**config.mk**
```make
export PLATFORM = sky130hd
export DESIGN_NAME = prbs_lfsr_core
export DESIGN_NICKNAME = d
export VERILOG_FILES = /design/src/rtl/prbs_pkg.sv /design/src/rtl/prbs_lfsr_core.sv
export SDC_FILE = /design/constraint.sdc
export NUM_CORES = 1
export LEC_CHECK = 0
export CAP_MARGIN = 40
export CORE_AREA = 5 5 42 44
export CTS_CLUSTER_DIAMETER = 120
export DETAILED_ROUTE_END_ITERATION = 10
export DIE_AREA = 0 0 47 49
export SYNTH_ARGS = -nofsm -noshare
export SYNTH_HDL_FRONTEND = slang
export SYNTH_SLANG_ARGS = --single-unit
```
**constraint.sdc**
```tcl
create_clock -name clk -period 1 [get_ports clk]
set_input_delay 0.2 -clock clk [delete_from_list [all_inputs] [get_ports clk]]
set_output_delay 0.2 -clock clk [all_outputs]
set_load 0.05 [all_outputs]
```
**src/rtl/prbs_pkg.sv**
```systemverilog
// -----------------------------------------------------------------------------
// prbs_pkg
// Shared types, constants and the prediction helper for the PRBS checker.
//   prbs_state_e       : checker state (SEARCH, LOCKED)
//   TAPS_W3/W7/W9      : default recurrence masks for common LFSR lengths
//   prbs_default_taps  : picks the default mask for a given LFSR length
//   prbs_pred          : next-bit prediction, ^(hist & taps)
// -----------------------------------------------------------------------------
package prbs_pkg;

    typedef enum logic {
        SEARCH = 1'b0,
        LOCKED = 1'b1
    } prbs_state_e;

    // Widest history the helper functions handle; callers zero-extend into it.
    localparam int PRED_MAX_W = 32;

    localparam logic [2:0] TAPS_W3 = 3'b101;
    localparam logic [6:0] TAPS_W7 = 7'b1100000;
    localparam logic [8:0] TAPS_W9 = 9'b100010000;

    function automatic logic [PRED_MAX_W-1:0] prbs_default_taps(input int lfsr_w);
        case (lfsr_w)
            7:       return PRED_MAX_W'(TAPS_W7);
            9:       return PRED_MAX_W'(TAPS_W9);
            default: return PRED_MAX_W'(TAPS_W3);
        endcase
    endfunction

    function automatic logic prbs_pred(input logic [PRED_MAX_W-1:0] hist,
                                       input logic [PRED_MAX_W-1:0] taps);
        return ^(hist & taps);
    endfunction

endpackage

```
**src/rtl/prbs_lfsr_core.sv**
```systemverilog
// -----------------------------------------------------------------------------
// prbs_lfsr_core
// History register of the local LFSR plus next-bit prediction.
//   clk, rst    : clock, asynchronous active-high reset
//   shift_i     : advance the history by one bit
//   sel_pred_i  : 1 = feed back own prediction (flywheel), 0 = feed received bit
//   data_i      : received bit
//   hist_o      : history, hist_o[0] is the newest bit
//   pred_o      : predicted next bit
// -----------------------------------------------------------------------------
module prbs_lfsr_core
    import prbs_pkg::*;
#(
    parameter int               LFSR_W = 3,
    parameter logic [LFSR_W-1:0] TAPS  = LFSR_W'(prbs_default_taps(LFSR_W))
) (
    input  logic              clk,
    input  logic              rst,
    input  logic              shift_i,
    input  logic              sel_pred_i,
    input  logic              data_i,
    output logic [LFSR_W-1:0] hist_o,
    output logic              pred_o
);

    logic [LFSR_W-1:0] hist_q, hist_d;
    logic              fb;

    assign pred_o = prbs_pred(PRED_MAX_W'(hist_q), PRED_MAX_W'(TAPS));
    assign fb     = sel_pred_i ? pred_o : data_i;
    assign hist_o = hist_q;

    always_comb begin
        hist_d = hist_q;
        if (shift_i) begin
            hist_d = {hist_q[LFSR_W-2:0], fb};
        end
    end

    always_ff @(posedge clk or posedge rst) begin
        if (rst) begin
            hist_q <= '0;
        end else begin
            hist_q <= hist_d;
        end
    end

endmodule

```
**Run 1: ports around the boundary**

Pins as bars across the die edge, other pins in grey.
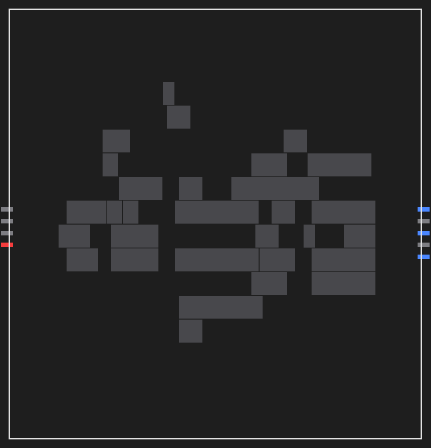
legend:
  red:
    port: data_i
    pins: 1
    direction: input
    edge: west
  blue:
    port: hist_o
    pins: 3
    direction: output
    edge: east
all pins by edge: 5 east, 4 west

**Run 1: routed clock nets over the placement**

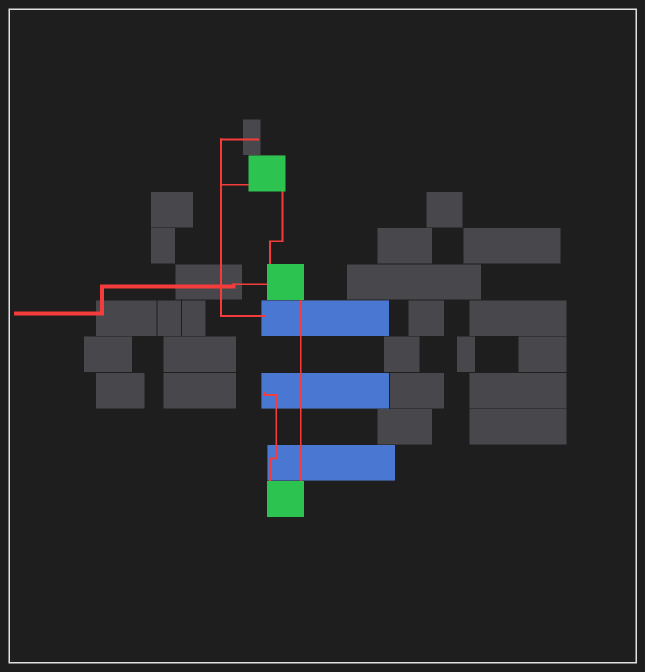
legend:
  red:
    item: clock wires
    length: 82.6 um
  blue:
    item: flip-flops
    count: 3
  green:
    item: clock drivers
    count: 3
routed clock nets: 4
clock network power share: 17.9%
clock-net power: 0.212 mW
Final Skew: 0.00440 ns
worst skew pair latency: 0.23 ns

==> deck_impl_summary.md, run 1 <==
Run Summary

Synth
  • Seq/Total Area, Yosys: 55.0%
  • Synth Warn #: 0
  • Ys async rst share: 100%
  • Flops & latches, synth: 3
  • Top_reg_cell synth: dfrtp_1
  • YS chip area: 136 um^2
  • Area of the mapped netlist: 136 um^2
  • Post-synth top area share: 55.0%
  • Xor/xnor share: 6.42%
  • Ys cells: 12
  • Top cells by count, synth: dfrtp_1 (3), a21oi_1 (2), mux2_1 (2)
  • Post-Syn Instances: 12
  • Simple-Gate Area Share: 8.26%
  • Synth mux share: 16.5%
  • Average size of a mapped cell: 11.4 um^2
  • Post-Synth AOI/OAI Area: 11.0%

Worst setup path
  • Crit end category: output pin
  • CP max stage delay: 0.44 ns
  • CP delay by family, top: flip-flops
  • R2R Setup Slk: -0.07 ns
  • Crit start category: flip-flop
  • Crit Path Class: reg2out
  • Critical path buffers and inverters: 1
  • R2R Path Start: hist_o[0]$_DFFE_PP0P_
  • Reg2reg path depth: 3
  • R2r endpoint: hist_o[1]$_DFFE_PP0P_
  • Worst EP required: 0.80 ns
  • Crit path cell chain: xor2_4 -> buf_12

Power and ir drop
  • Max VDD drop: 0.000707 V
  • Switch share: 37.9%
  • Tot Pwr: 1.19 mW
  • PwrDens: 2950 nW/um^2
  • Leak: 0.184 nW
  • Sequential power share: 18.9%

Clock tree
  • Clock-pin transition on the worst setup and hold timing paths: 0.04 ns
  • H-tree Lvls: 1
  • Clk sink count: 3
  • CTS Hold Bufs: 0
  • Post-CTS Resized: 0
  • Root buffer cell: clkbuf_4

Detailed routing
  • Via count: 161
  • Post-DRT Antenna Nets: 0
  • DR WL/cell: 8.78 um
  • Total Wirelength: 404 um

GRT
  • Number of global-route vias before repair: 177
  • Remaining Overflow, GRT: 0
  • Initial antenna violation count: 0
  • First-pass GRT wire length: 690 um

Finish
  • Non-clock buffer share: 44.4%
  • Most frequent logic cell in the layout: buf_12
  • # diodes: 0
  • MI comb cells: 8
  • Flop count: 3
  • Largest cell class: non-clock buffers
  • Clock-cell share of area: 6.52%
  • Layout Utilization: 28.7%
  • Logic share of the area: 23.6%
  • Inverter count: 1
  • Final Non-Filler Cells: 46
  • Fill cells: 157
  • Non-clk bufs: 14
  • Share of cells above drive strength 1: 70.0%

Placement
  • Final RePlAce weighted congestion: 0.741
  • Placed cells: 38
  • Port-buffer cells: 8
  • Dpl cell area: 314 um^2

Timing
  • Min Hold Slack: 0.139 ns
  • Fmax achieved: 0.821 GHz
  • Hold Vio Cnt, Final: 0
  • Total Neg Setup Slack: -0.630 ns
  • Min cycle time layout: 1.22 ns
  • # setup viols final: 5
  • Worst slew pin tran: 0.225 ns
  • Slew Limit Fails: 0
  • Setup ws final: -0.218 ns
  • RSZ-0062 raised after global routing: true

Floorplanning
  • Rows: 14
  • DIE HEIGHT: 49 um
  • Io pins: 9

Run
  • Max-cap violations: 0

Status
  • Outcome: complete, but fails checks
  • Failing checks: setup timing

Min path
  • Hold Path Class: in2async
**Run 1: cell sizes after repair**

Scale bar: 10 um.
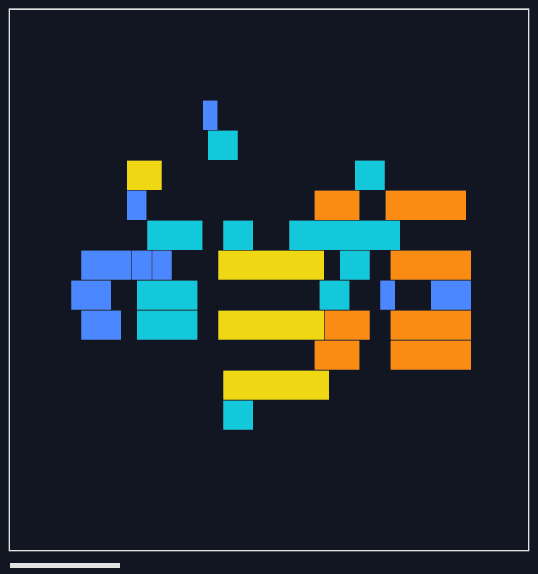
legend:
  orange:
    size: _6 and larger
    cells: 7
  cyan:
    size: _3 and _4 cells
    cells: 10
  blue:
    size: _0 and _1 cells
    cells: 9
  yellow:
    size: _2 cells
    cells: 4
Layout area overhead: 195%
setup ws final: -0.218 ns

[run 1: worst max-delay path by stage]
stage	from	to	slack, ns
2_1_floorplan	hist_o[2]$_DFFE_PP0P_	pred_o	-0.15
3_3_place_gp	shift_i	hist_o[1]$_DFFE_PP0P_	-0.20
3_5_place_dp	shift_i	hist_o[1]$_DFFE_PP0P_	-0.20
4_1_cts	hist_o[0]$_DFFE_PP0P_	pred_o	-0.23
5_1_grt	hist_o[0]$_DFFE_PP0P_	pred_o	-0.26
6_report	hist_o[0]$_DFFE_PP0P_	pred_o	-0.22
[run 1: layer usage]
layer | wire length (um) | GRT usage (%)
met5 | 0 | 0
met4 | 0 | 6.91
met3 | 62 | 2.21
met2 | 180 | 5.66
met1 | 161 | 5.11
==> run 2, diff against run 1 <==
SLEW_MARGIN = 20   (was not set)
**Run 2: cell sizes after repair**

Scale bar: 10 um.
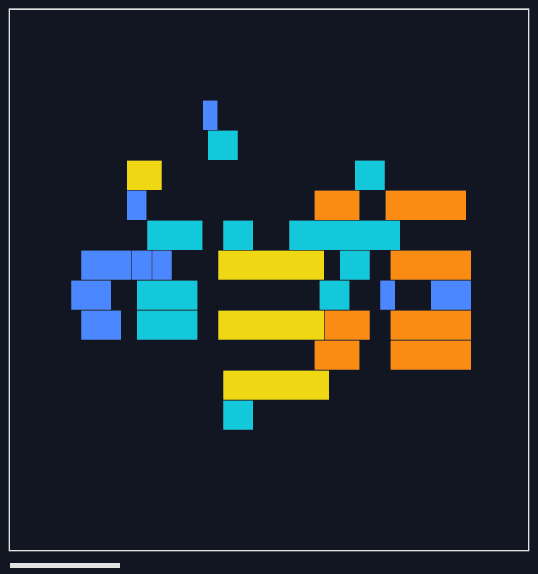
legend:
  blue:
    size: _0 and _1 cells
    cells: 9
  cyan:
    size: _3 and _4 cells
    cells: 10
  orange:
    size: _6 and larger
    cells: 7
  yellow:
    size: _2 cells
    cells: 4

==> deck_impl_summary.md, run 2 <==
Run Summary

Worst setup path
  • Critical path origin: hist_o[0]$_DFFE_PP0P_ (unchanged)
  • Crit path capture: pred_o (unchanged)
  • Worst EP required: 0.80 ns (about the same)
  • Reg2reg path depth: 3 (unchanged)

Synth
  • Top_reg_cell synth: dfrtp_1 (unchanged)
  • Post-Syn Instances: 12 (unchanged)
  • Synth mux share: 16.5% (unchanged)
  • Post-synth top area share: 55.0% (unchanged)
  • Flops & latches, synth: 3 (unchanged)
  • Ys async rst share: 100% (unchanged)
  • Top cells by count, synth: dfrtp_1 (3), a21oi_1 (2), mux2_1 (2) (unchanged)
  • Xor/xnor share: 6.42% (unchanged)
  • Seq/Total Area, Yosys: 55.0% (unchanged)

Power and ir drop
  • Switch share: 37.9% (unchanged)
  • PwrDens: 2950 nW/um^2 (unchanged)
  • Leak: 0.184 nW (unchanged)

Clock tree
  • Clock-pin transition on the worst setup and hold timing paths: 0.04 ns (about the same)
  • Worst skew pair latency: 0.23 ns (about the same)
  • Root buffer cell: clkbuf_4 (unchanged)

Timing
  • Final Skew: 0.00440 ns (unchanged)
  • Fmax achieved: 0.821 GHz (unchanged)
  • Total Neg Setup Slack: -0.630 ns (unchanged)
  • # setup viols final: 5 (unchanged)
  • Slew Limit Fails: 0 (unchanged)
  • Min Hold Slack: 0.139 ns (unchanged)
  • Setup ws final: -0.218 ns (unchanged)
  • Min cycle time layout: 1.22 ns (unchanged)
  • RSZ-0062 raised after global routing: true (unchanged)

Placement
  • Dpl cell area: 314 um^2 (unchanged)
  • Port-buffer cells: 8 (unchanged)
  • Final RePlAce weighted congestion: 0.741 (unchanged)

GRT
  • Met2 usage: 5.66% (unchanged)
  • Initial antenna violation count: 0 (unchanged)
  • Number of global-route vias before repair: 177 (unchanged)
  • Gr busiest metal: met4 (unchanged)
  • Met3 Use GR: 2.21% (unchanged)
  • First-pass GRT wire length: 690 um (unchanged)
  • Remaining Overflow, GRT: 0 (unchanged)

Floorplanning
  • Io pins: 9 (unchanged)
  • Rows: 14 (unchanged)

Detailed routing
  • Routed wl met3: 62 um (unchanged)
  • Met2 wire length: 180 um (unchanged)
  • DR WL/cell: 8.78 um (unchanged)
  • Top layer in use: met3 (unchanged)

Status
  • Failing checks: setup timing (unchanged)
  • Outcome: complete, but fails checks (unchanged)

Finish
  • # diodes: 0 (unchanged)
  • Final Non-Filler Cells: 46 (unchanged)
  • Most frequent logic cell in the layout: buf_12 (unchanged)
  • Share of cells above drive strength 1: 70.0% (unchanged)

Run
  • Max-cap violations: 0 (unchanged)
run 2: repair_timing:
action / 4_1_cts / 5_1_grt
setup buffers: 3 / 1
gates cloned: 0 / 0
setup endpoints to repair: 4 / 7
resized: 0 / 9
hold buffers: 0 / 0
pin swaps: 2 / 2
run 2: layout make-up:
| type | instances | area (um^2) |
|---|---|---|
| timing repair buffer | 14 | 179 |
| tap | 16 | 20.0 |
| multi-input combinational | 8 | 95.1 |
| fill | 157 | 998 |
| inverter | 1 | 3.75 |
| sequential | 3 | 78.8 |
| clock buffer | 4 | 26.3 |
run 2: critical path: stages, from the launching register on:
cell and delay [ns]:
dfrtp_2 0.44, xor2_4 0.20, buf_12 0.15
**Run 2: routed clock nets over the placement**

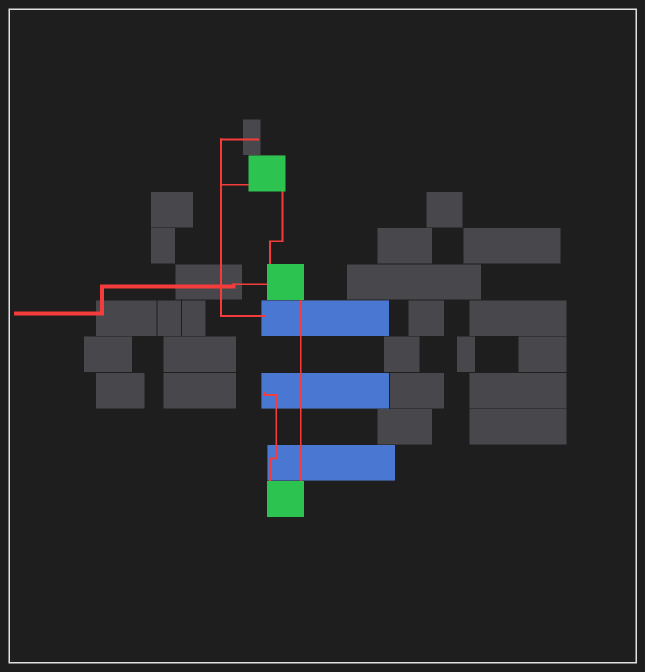

==> run 3, diff against run 2 <==
--- a/config.mk
+++ b/config.mk
@@ -11,6 +11,8 @@
 export DETAILED_ROUTE_END_ITERATION = 10
 export DIE_AREA = 0 0 47 49
+export RECOVER_POWER = 100
 export SLEW_MARGIN = 20
 export SYNTH_ARGS = -nofsm -noshare
 export SYNTH_HDL_FRONTEND = slang
 export SYNTH_SLANG_ARGS = --single-unit
+export TNS_END_PERCENT = 10
==> constraint.sdc (replaced) <==
create_clock -name clk -period 1 [get_ports clk]
set_input_delay 0.15 -clock clk [delete_from_list [all_inputs] [get_ports clk]]
set_output_delay 0.15 -clock clk [all_outputs]
set_load 0.05 [all_outputs]
**Run 3: routed clock nets over the placement**

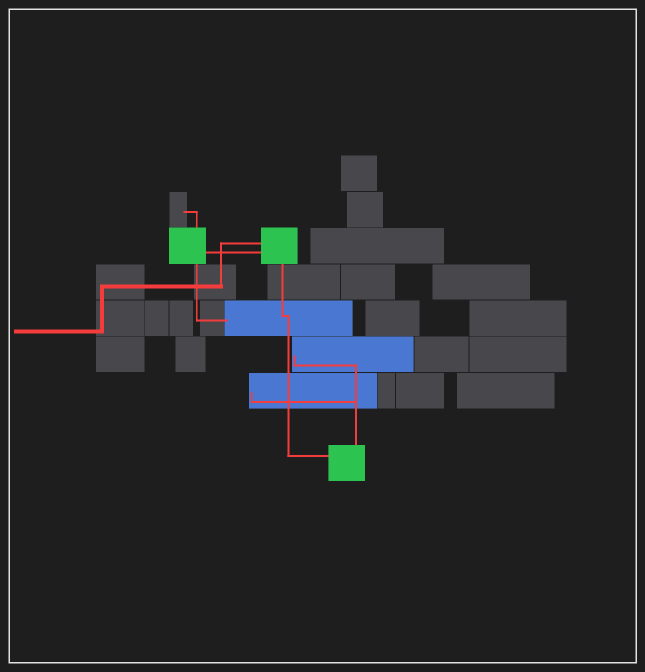
clock-net power: 0.217 mW
Final Skew: 0.00237 ns
clock network power share: 19.2%

==> deck_impl_summary.md, run 3 <==
Run Summary

Worst setup path
  • R2R Setup Slk: -0.01 ns (was -0.07 ns)
  • Crit path capture: pred_o (unchanged)
  • Crit Path Class: reg2out (unchanged)
  • CP max-delay cell: dfrtp_2 (unchanged)
  • CP delay by family, top: flip-flops (unchanged)
  • CP max stage delay: 0.44 ns (about the same)
  • Crit. path cell count: 2 (unchanged)
  • Critical path origin: hist_o[0]$_DFFE_PP0P_ (unchanged)
  • R2r endpoint: hist_o[0]$_DFFE_PP0P_ (was hist_o[1]$_DFFE_PP0P_)
  • Reg2reg path depth: 4 (was 3)
  • Crit start category: flip-flop (unchanged)
  • Worst EP required: 0.85 ns (was 0.80 ns)
  • Crit path cell chain: xor2_4 -> buf_12 (unchanged)

Timing
  • Setup ws final: -0.169 ns (was -0.218 ns)
  • RSZ-0062 raised after global routing: true (unchanged)
  • Min cycle time layout: 1.17 ns (was 1.22 ns)
  • Hold Vio Cnt, Final: 0 (unchanged)
  • Fmax achieved: 0.855 GHz (was 0.821 GHz)
  • Min Hold Slack: 0.221 ns (was 0.139 ns)
  • Slew Limit Fails: 0 (unchanged)
  • Total Neg Setup Slack: -0.399 ns (was -0.630 ns)
  • # setup viols final: 5 (unchanged)

Detailed routing
  • Total Wirelength: 362 um (was 404 um)
  • DR WL/cell: 8.23 um (was 8.78 um)
  • Post-DRT Antenna Nets: 0 (unchanged)

Synth
  • Top_reg_cell synth: dfrtp_1 (unchanged)
  • Average size of a mapped cell: 11.4 um^2 (unchanged)
  • Synth Warn #: 0 (unchanged)
  • Post-Syn Instances: 12 (unchanged)
  • Ys async rst share: 100% (unchanged)
  • Seq/Total Area, Yosys: 55.0% (unchanged)
  • Ys cells: 12 (unchanged)
  • Simple-Gate Area Share: 8.26% (unchanged)
  • Post-Synth AOI/OAI Area: 11.0% (unchanged)
  • Post-synth top area share: 55.0% (unchanged)
  • YS chip area: 136 um^2 (unchanged)
  • Top cells by count, synth: dfrtp_1 (3), a21oi_1 (2), mux2_1 (2) (unchanged)

Placement
  • Dpl cell area: 305 um^2 (was 314 um^2)
  • Final RePlAce weighted congestion: 0.738 (was 0.741)
  • Port-buffer cells: 8 (unchanged)

Status
  • Outcome: complete, but fails checks (unchanged)
  • Failing checks: setup timing (unchanged)

Floorplanning
  • Rows: 14 (unchanged)
  • Io pins: 9 (unchanged)
  • DIE HEIGHT: 49 um (unchanged)

Clock tree
  • Worst skew pair latency: 0.23 ns (about the same)
  • H-tree Lvls: 1 (unchanged)
  • Clock-pin transition on the worst setup and hold timing paths: 0.04 ns (about the same)

Power and ir drop
  • Leak: 0.154 nW (was 0.184 nW)
  • Tot Pwr: 1.13 mW (was 1.19 mW)
  • Sequential power share: 20.0% (was 18.9%)
  • Max VDD drop: 0.000873 V (was 0.000707 V)

Finish
  • Most frequent logic cell in the layout: buf_12 (unchanged)
  • Share of cells above drive strength 1: 57.1% (was 70.0%)

Run
  • Max-cap violations: 0 (unchanged)

GRT
  • Initial antenna violation count: 0 (unchanged)
  • Remaining Overflow, GRT: 0 (unchanged)
  • Number of global-route vias before repair: 151 (was 177)

Min path
  • Hold Path Class: in2async (unchanged)
==> run 3: cell counts after synthesis <==
No cell type changed its count.
==> run 3: per-layer routing <==
metal  vias up  wire [um]  GRT usage, %  share of wire (%)
met1        61        181          4.01                 50
met5         -          0             0                  0
met4         0          0          4.15                  0
met2         9        126          5.20                 35
li1         74          -             -                  -
met3         0         53          4.43                 15
==> run 3: area by class of cell <==
type | instances | area [um^2]
repair buffers | 12 | 158
clock buffers | 4 | 26.3
fillers | 156 | 1030
inverters | 1 | 3.75
well taps | 16 | 20.0
multi-input cells | 8 | 83.8
flip-flops and latches | 3 | 77.6
==> run 3: timing repair <==
item                       CTS  global route
hold endpoints to repair     0             0
resized                      0             4
hold buffers                 0             0
setup endpoints to repair    3             6
buffers inserted             3             0
pin swaps                    2             0

==> notes/layouts.md <==
Pictures saved along the way, in no particular order.

Cell classes on the final placement.
Scale bar: 10 um.
picture 1
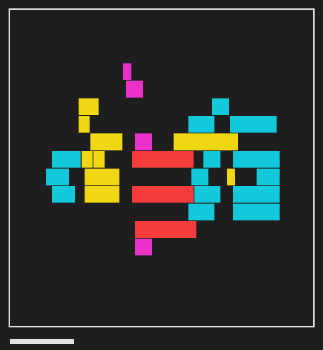
picture 2
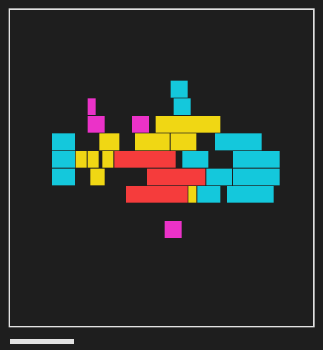
- picture 2 = run 3
- picture 1 = run 1

Key to picture 2:
legend:
  cyan:
    class: other buffers and delay cells
    cells: 12
    share_of_their_area: 45%
  magenta:
    class: clock drivers and dummy loads
    cells: 4
    share_of_their_area: 7.5%
  yellow:
    class: combinational and other logic
    cells: 9
    share_of_their_area: 25%
  red:
    class: flops
    cells: 3
    share_of_their_area: 22%

No activity file was given, so power comes from the tool's default toggle rates.
